==> config.mk <==
export PLATFORM = sky130hd
export DESIGN_NAME = rc_high_pass_filter_serial
export DESIGN_NICKNAME = d
export VERILOG_FILES = /design/src/rtl/discrete_audio_pkg.sv /design/src/rtl/serial_mult_16.sv /design/src/rtl/rc_high_pass_filter_serial.sv
export SDC_FILE = /design/constraint.sdc
export NUM_CORES = 1
export LEC_CHECK = 0
export CORE_UTILIZATION = 53
export DETAILED_ROUTE_END_ITERATION = 16
export GPL_TIMING_DRIVEN = 0
export PLACE_DENSITY = 0.81
export REMOVE_ABC_BUFFERS = 1
export SLEW_MARGIN = 40
export SYNTH_ARGS = -nofsm -noshare
export SYNTH_HDL_FRONTEND = slang
export SYNTH_HIERARCHICAL = 1
export SYNTH_SLANG_ARGS = --single-unit
==> constraint.sdc <==
create_clock -name clk -period 5.9 [get_ports clk]
set_clock_uncertainty 0.2 [all_clocks]
set_input_delay 0.59 -clock clk [delete_from_list [all_inputs] [get_ports clk]]
set_output_delay 0.59 -clock clk [all_outputs]
set_load 0.02 [all_outputs]
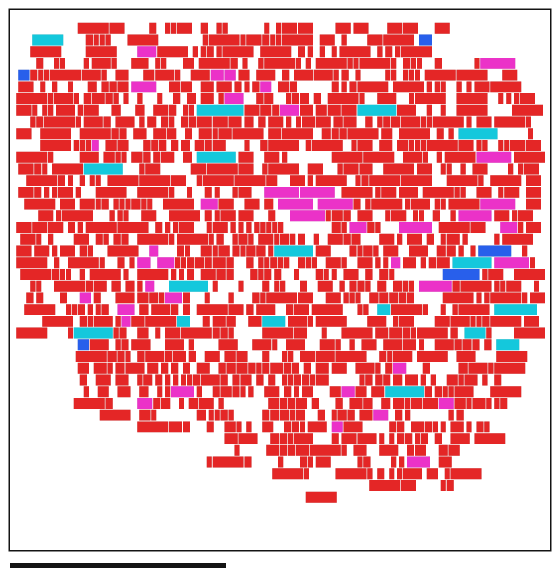
(drive-strength map)
Bar = 50 µm.
legend:
  blue:
    size: _3 and _4 cells
    cells: 5
    share: 0.48%
  magenta:
    size: _2 cells
    cells: 40
    share: 3.8%
  red:
    size: _0 and _1 cells
    cells: 983
    share: 94%
  cyan:
    size: _6 and larger
    cells: 17
    share: 1.6%
Synth-to-Final Area Change: 9.445%
Final WS setup: 1292 ps

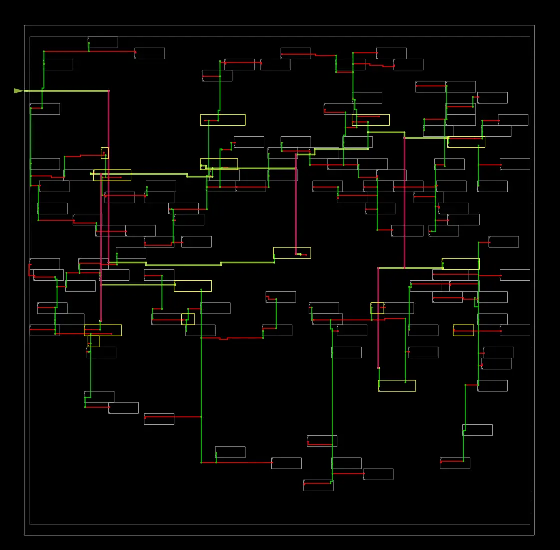
(clock nets)
sequential cell count: 107
CTS buffer count: 9

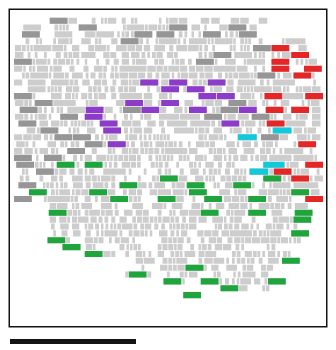
(sequential cells colored by netlist name)
Bar = 50 µm. Other sequential cells in the stronger gray, the rest of the logic in the fainter gray.
legend:
  purple:
    netlist_name: u_mult/mcand_r
    placed_flops: 18
  green:
    netlist_name: u_mult/product
    placed_flops: 32
  red:
    netlist_name: u_mult/mplier_r
    placed_flops: 16
  cyan:
    netlist_name: u_mult/count
    placed_flops: 4
    where: middle right
not colored: 37
final core occ: 59.97%
Seq. pwr: 791 µW
FF+latch area: 2150 µm²
flop share of the area: 24.39%

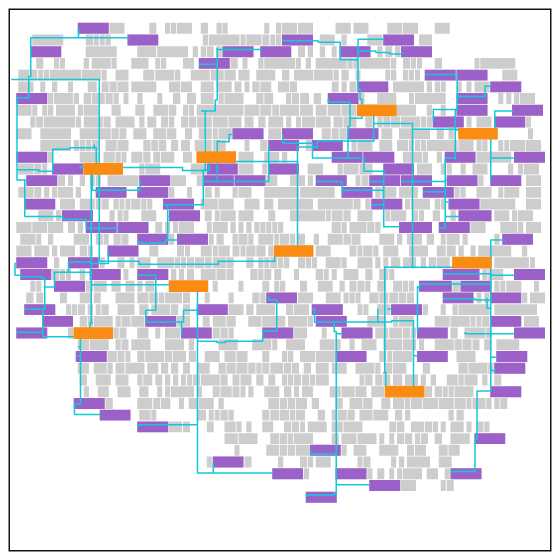
(clock network drawn from the DEF)
legend:
  orange:
    item: clock drivers
    count: 9
  cyan:
    item: clock wires
    length: 1440 µm
  purple:
    item: flip-flops
    count: 107
routed clock nets: 10
later-pin clock latency in the skew report: 360 ps
Clock net power: 627 µW
clock share of power: 32.1%

==> summary.txt <==
# Taps = 184
CTS tree = done
FP Rows = 44
first-pass GRT wire length = 30.66 mm
sw frac = 32.54%
die area = 15690 µm²
yosys synthesis warning count = 6
vias in the first global route = 6580
Worst VDD drop = 0.2097 mV
number of logic gates = 800
GPL Wtd Cong = 0.9521
WP data arrival = 4710 ps
met3 Use GR = 4.407%
Final Hold Vio Count = 0
wl on met1 = 8.484 mm
Residual DRC = 0
WHS = 255.5 ps
Hold Crit Depth = 2
Critical Path Fanout Max = 35
global routing met2 resource utilization = 40.32%
WL final = 18.51 mm
Die W = 125.3 µm
I/O Buffers = 36
Tool Warnings = 26
num ports = 37
CP max stage cell = dfxtp_2
clk buf depth = 2
Setup WS pre-CTS = 1414 ps
fin cells = 1229
top logic cells by instance count in the layout = 143 x nand2_1, 110 x nor2_1, 109 x a21oi_1
Final ANT Viol Nets = 0
NonClk Buf Share = 4.940%
chip height = 125.3 µm
Largest stage delay, worst path = 800 ps
Reg2Reg Setup Slack = 1290 ps
Setup Crit Path Kind = reg2reg
placed insts = 1214
Final setup violation count = 0
post-route cell area = 8815 µm²
number of fill cells in the layout = 1306
Hold-fix buffers, CTS = 0
relative slew slack = 45.80%
fin crit period = 4608 ps
CTS root buffer = clkbuf_16
status = finished, final reports clean
Critical Path, Cell by Cell = mux2_2, o21ai_0, nor2_1, a31oi_1, mux2i_1, ha_1, a21oi_1, nor2_1, o22ai_1, o21ai_0, a21oi_1, o21ai_0, or3_2, nand3_1
Met2 Routed Length = 8.743 mm
H-tree Lvls = 3
Commonest Layout Cell = nand2_1
combinational power = 534 µW
FF-to-FF path depth = 14
number of sinks on the clock net = 107
Comb/total area = 61.08%
DRT iter0 DRCs = 537
Power Total = 1952 µW
DR WL/cell = 15.06 µm
antenna violations before repair = 0
Top Layer Used = met4
PwrDens = 221.4 nW/µm²
Seq pwr share = 40.5%
setup TNS = 0 ps
via count = 7138
Mapped Area = 8054 µm²
Signal buffers = 40
Top delay family on crit path = AND-OR/OR-AND gates
clock network area share = 3.392%
Non-clk invs = 83
DR pass1 iterations = 8
Max Slew Vio Count = 0
Via density = 5.808
GR peak layer = met2
layout cells sized above 1 = 5.933%
Placed Area = 8511 µm²
met1 Track Usage GR = 30.47%
met3 routed WL = 930 µm
mean post-synth cell area = 7.774 µm²
Worst Path Required = 6000 ps
DP HPWL = 13.65 mm
fmax = 0.2170 GHz
fp util = 54.79%
Synth Instances = 1036
final global-route overflow total = 0
Max power group = sequential cells
combinational share of power = 27.3%
Gate Area = 5384 µm²
Slew @ Worst Pin = 813.0 ps
CP Capture Type = register
Net Sw Power = 635.0 µW
largest net degree at the start of global routing = 54
Total GRT Usage = 23.78%
Final Cycle Share = 78.10%
Worst path depth = 14
# diodes = 0
Resized Gates After CTS = 0
number of post-CTS setup repair buffers = 0
CP dominant cell by count = o21ai_0
unrepaired setup endpoints after global routing = false
top cell category = multi-input combinational cells
max cap viols = 0
hold crit path type = reg2reg
Core ar. = 14700 µm²
Nets = 1128
max FFs per register = 32
crit start category = register
P_int = 1317 µW
critical path buffer and inverter count = 0
Reg clk slew, reported paths = 80 ps
leak pwr = 0.003692 µW
Clock buffer cells = 10
Power and IR drop assume default switching activity.
